File: src/rtl/hsv_core_pkg.sv
// Shared core types for the issue-stage register file and its writeback path.
package hsv_core_pkg;

  typedef logic [4:0]  reg_addr;
  typedef logic [31:0] word;

  typedef struct packed {
    reg_addr rd;
    word     data;
  } wb_req_t;

  localparam int WB_SRC_ALU    = 0;
  localparam int WB_SRC_BRANCH = 1;
  localparam int WB_SRC_MEM    = 2;

  // Index width for an n-entry selector; never narrower than one bit.
  function automatic int ptr_width(input int n);
    return (n > 1) ? $clog2(n) : 1;
  endfunction

endpackage

File: src/rtl/hsv_core_writeback_arbiter_if.sv
// Result-source handshakes plus the regfile write port; master is the arbiter side.
interface hsv_core_writeback_arbiter_if
  import hsv_core_pkg::*;
#(
  parameter int N_SRC = 3
) ();

  logic [N_SRC-1:0] src_valid;
  logic [N_SRC-1:0] src_ready;
  reg_addr          src_rd   [N_SRC];
  word              src_data [N_SRC];

  logic             wr_en;
  reg_addr          wr_addr;
  word              wr_data;

  modport master (
    input  src_valid, src_rd, src_data,
    output src_ready, wr_en, wr_addr, wr_data
  );

  modport slave (
    output src_valid, src_rd, src_data,
    input  src_ready, wr_en, wr_addr, wr_data
  );

endinterface

File: src/rtl/hsv_core_rr_arbiter.sv
// Combinational round-robin picker: first requester at or after ptr, modulo N.
module hsv_core_rr_arbiter
  import hsv_core_pkg::*;
#(
  parameter int  N  = 3,
  localparam int PW = ptr_width(N)
) (
  input  logic [N-1:0]  req,
  input  logic [PW-1:0] ptr,
  output logic [N-1:0]  grant,
  output logic [PW-1:0] idx
);

  always_comb begin
    int   j;
    logic found;
    grant = '0;
    idx   = '0;
    found = 1'b0;
    j     = 0;
    for (int k = 0; k < N; k++) begin
      j = int'(ptr) + k;
      if (j >= N) j = j - N;
      if (!found && req[j]) begin
        found    = 1'b1;
        grant[j] = 1'b1;
        idx      = PW'(j);
      end
    end
  end

endmodule

File: src/rtl/hsv_core_writeback_arbiter.sv
// Round-robin writeback arbiter driving the regfile write port from a registered stage.
// Optional retired-write counter output wb_count is enabled by HSV_CORE_WB_COUNT_EN.
module hsv_core_writeback_arbiter
  import hsv_core_pkg::*;
#(
  parameter int N_SRC = 3
) (
  input  logic clk_core,
  input  logic rst,
  input  logic flush,
  hsv_core_writeback_arbiter_if.master bus
`ifdef HSV_CORE_WB_COUNT_EN
  ,
  output logic [63:0] wb_count
`endif
);

  localparam int PW = ptr_width(N_SRC);

  logic [PW-1:0]    r_rr_ptr;
  logic             r_wr_en;
  reg_addr          r_wr_addr;
  word              r_wr_data;

  logic [N_SRC-1:0] w_req;
  logic [N_SRC-1:0] w_grant;
  logic [PW-1:0]    w_idx;
  logic             w_any;
  wb_req_t          w_sel;
  logic             w_wr_en_next;

  // Reset is folded in here so ready drops as soon as rst rises, not at the next edge.
  assign w_req = (flush || rst) ? '0 : bus.src_valid;

  hsv_core_rr_arbiter #(
    .N(N_SRC)
  ) u_rr (
    .req  (w_req),
    .ptr  (r_rr_ptr),
    .grant(w_grant),
    .idx  (w_idx)
  );

  assign w_any         = |w_grant;
  assign bus.src_ready = w_grant;
  assign w_sel         = '{rd: bus.src_rd[w_idx], data: bus.src_data[w_idx]};
  assign w_wr_en_next  = w_any && (w_sel.rd != '0);

  always_ff @(posedge clk_core or posedge rst) begin
    if (rst) begin
      r_rr_ptr  <= '0;
      r_wr_en   <= 1'b0;
      r_wr_addr <= '0;
      r_wr_data <= '0;
    end else begin
      r_wr_en <= w_wr_en_next;
      if (w_any) begin
        r_wr_addr <= w_sel.rd;
        r_wr_data <= w_sel.data;
        r_rr_ptr  <= (w_idx == PW'(N_SRC - 1)) ? '0 : w_idx + PW'(1);
      end
    end
  end

  assign bus.wr_en   = r_wr_en;
  assign bus.wr_addr = r_wr_addr;
  assign bus.wr_data = r_wr_data;

`ifdef HSV_CORE_WB_COUNT_EN
  logic [63:0] r_wb_count;

  always_ff @(posedge clk_core or posedge rst) begin
    if (rst) begin
      r_wb_count <= '0;
    end else if (w_wr_en_next) begin
      r_wb_count <= r_wb_count + 64'd1;
    end
  end

  assign wb_count = r_wb_count;
`endif

endmodule

File: src/flat_wrapper.sv
// flat-port wrapper written by rule: the top's interface ports become plain ports
module hsv_core_writeback_arbiter_flat import hsv_core_pkg::*;
#(
  parameter int N_SRC = 3
)
  (clk_core, rst, flush, bus_src_valid, bus_src_rd, bus_src_data, bus_src_ready, bus_wr_en, bus_wr_addr, bus_wr_data);
  hsv_core_writeback_arbiter_if #(.N_SRC(N_SRC)) bus_i ();
  input  logic clk_core;
  input  logic rst;
  input  logic flush;
  input wire logic [$bits(bus_i.src_valid)-1:0] bus_src_valid;
  input wire logic [$bits(bus_i.src_rd)-1:0] bus_src_rd;
  input wire logic [$bits(bus_i.src_data)-1:0] bus_src_data;
  output wire logic [$bits(bus_i.src_ready)-1:0] bus_src_ready;
  output wire logic [$bits(bus_i.wr_en)-1:0] bus_wr_en;
  output wire logic [$bits(bus_i.wr_addr)-1:0] bus_wr_addr;
  output wire logic [$bits(bus_i.wr_data)-1:0] bus_wr_data;
  assign bus_i.src_valid = bus_src_valid;
  assign bus_i.src_rd = {>>{bus_src_rd}};
  assign bus_i.src_data = {>>{bus_src_data}};
  assign bus_src_ready = bus_i.src_ready;
  assign bus_wr_en = bus_i.wr_en;
  assign bus_wr_addr = bus_i.wr_addr;
  assign bus_wr_data = bus_i.wr_data;
  hsv_core_writeback_arbiter #(.N_SRC(N_SRC)) u_core (.clk_core(clk_core), .rst(rst), .flush(flush), .bus(bus_i));
endmodule
File: config.mk
export PLATFORM = sky130hd
export DESIGN_NAME = hsv_core_writeback_arbiter_flat
export DESIGN_NICKNAME = d
export VERILOG_FILES = /design/src/rtl/hsv_core_pkg.sv /design/src/rtl/hsv_core_writeback_arbiter_if.sv /design/src/rtl/hsv_core_rr_arbiter.sv /design/src/rtl/hsv_core_writeback_arbiter.sv /design/src/flat_wrapper.sv
export SDC_FILE = /design/constraint.sdc
export NUM_CORES = 1
export LEC_CHECK = 0
export ABC_AREA = 0
export ABC_CLOCK_PERIOD_IN_PS = 3200
export CORE_MARGIN = 3
export CORE_UTILIZATION = 40
export DETAILED_ROUTE_END_ITERATION = 10
export PLACE_DENSITY = 0.79
export SLEW_MARGIN = 20
export SYNTH_ARGS = -nofsm -noshare
export SYNTH_HDL_FRONTEND = slang
export SYNTH_SLANG_ARGS = --single-unit
File: constraint.sdc
create_clock -name clk_core -period 3.2 [get_ports clk_core]
set_clock_uncertainty 0.05 [all_clocks]
set_input_delay 0.48 -clock clk_core [delete_from_list [all_inputs] [get_ports clk_core]]
set_output_delay 0.48 -clock clk_core [all_outputs]
set_load 0.02 [all_outputs]
Figure 1. M3 wires.
The bar under the picture is 20 um long.
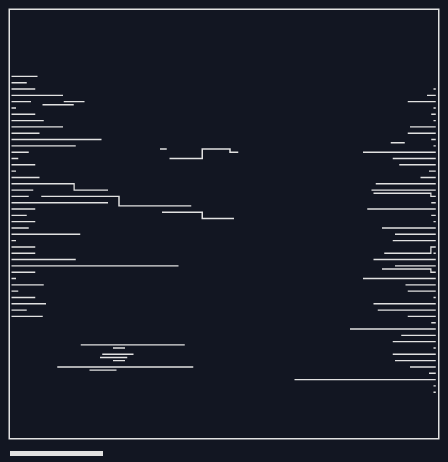
- wire length on this layer: 772 um
- longest straight run: 35.6 um
- nets with wire on the layer: 97

Figure 2. Placement by cell class.
Fill, decap, tap and diode cells in gray.
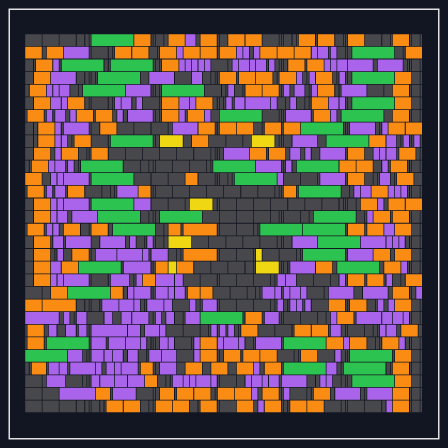
- green: flip-flops (cells 40)
- purple: all other logic (cells 256)
- orange: other buffers and delay cells (cells 171)
- yellow: clock drivers and dummy loads (cells 7)

==> results.tsv <==
metric	value	unit
combinational share of power	65.7	%
drt wl/cell	15.97	um
most frequent cell after synthesis	nand2_1	
fin crit share	92.95	%
Max-area cell share	33.71	%
CP max stage cell	dfrtp_1	
Crit. End Element	output pin	
Yosys reg bits	40	
tally of OpenROAD warnings	29	
met2 usage	38.63	%
internal cell power	2.196	mW
placed insts	563	
Worst Max-Slew Pin Slew	841.1	ps
setup slack, reg-to-reg	410	ps
Dominant flop cell	dfrtp_1	
worst flop-to-flop path startpoint	u_core.r_rr_ptr[0]	
switching part of the total	38.87	%
met3 routed WL	771	um
Die Area	8493	um2
first-pass GRT wire length	14490	um
Synth area leader	dfrtp_1	
synth warn	0	
Complex Gates by Area	17.15	%
vias	2961	
slew margin rel.	43.84	%
dominant kind of combinational cell	multiplexers	
final setup vio count	0	
synth-to-layout area growth	57.14	%
biggest area cells	dfrtp_1, mux2_4, nand2_1	
sequential power	911	uW
combinational gate power	2.36	mW
clock latency on the worst-skew pair	290	ps
Mapped Cells	322	
Async S/R FF share, synth	100.0	%
CP max FO	8	
CTS Root Cell	clkbuf_8	
Final min period	2974	ps
DIE HEIGHT	92.16	um
number of global-route vias before repair	2969	
Syn Nets	443	
CP dominant cell by count	inv_1	
Mapped Avg Cell Area	9.221	um2
crit-path leading delay family	buffers and inverters	
# rows	30	
gr ovfl total	0	
DR pass1 iterations	4	
met2 WL	4708	um
number of enable flip-flop cells	0	
largest net degree at the start of global routing	41	
post-synth cell types	49	
CTS tree	yes	
final wirelength	9105	um
Hold Path End	u_core.bus.wr_data[29]	
Die X	92.16	um
setup bufs post-CTS	0	
XORs/XNORs by Area	0	%
Fin. Hold Viols	0	
Worst EP required	2670	ps
Worst Setup Start Kind	flop	
Worst Reg2Reg Path Length in Cells	10	
PD cells	770.0	nW/um2
NumNets Final	595	
critical path's largest stage delay	410	ps
Sw Pwr	1.397	mW
Levels on crit path	8	
top sig layer	met4	
hold depth	1	
# diodes	0	
CTS Buf Count	5	
Critical Path, Cell by Cell	inv_1 -> ha_2 -> buf_4 -> inv_1 -> mux2i_1 -> a32oi_1 -> a211oi_1 -> dlygate4sd2_1	
drt first-iter violations	81	
Metal-1 WL	3596	um
status	completed	
clock-net power	319	uW
post-route insts no fill	570	
part of the power in registers	25.4	%
Core Area	6982	um2
GRT Util Overall	21.06	%
yosys synthesis chip area	2969	um2
max reg flops	32	
fa+ha+maj area frac	2.065	%
CTS clk-pin slew, worst paths	70	ps
sum of negative setup slack	0	ps
-- cell type report --
| class | instances | area, um2 |
|---|---|---|
| multi-input combinational | 250 | 1734 |
| tap | 96 | 120.1 |
| fill | 568 | 2316 |
| inverter | 6 | 22.52 |
| clock inverter | 1 | 5.005 |
| clock buffer | 6 | 72.57 |
| timing repair buffer | 171 | 1710 |
| sequential | 40 | 1001 |
-- stage by stage --
step,area (um2),util [%],hold WS [ps],setup WS [ps]
after floorplan,2969,-,517.0,765.2
after global placement,4587,65.70,440.1,107.0
after detailed placement,4587,65.70,442.2,58.51
after CTS,4666,66.83,463.2,223.9
after global routing,4666,66.83,471.3,78.16
final,4666,66.83,462.9,225.7
No activity file was given, so power comes from the tool's default toggle rates.
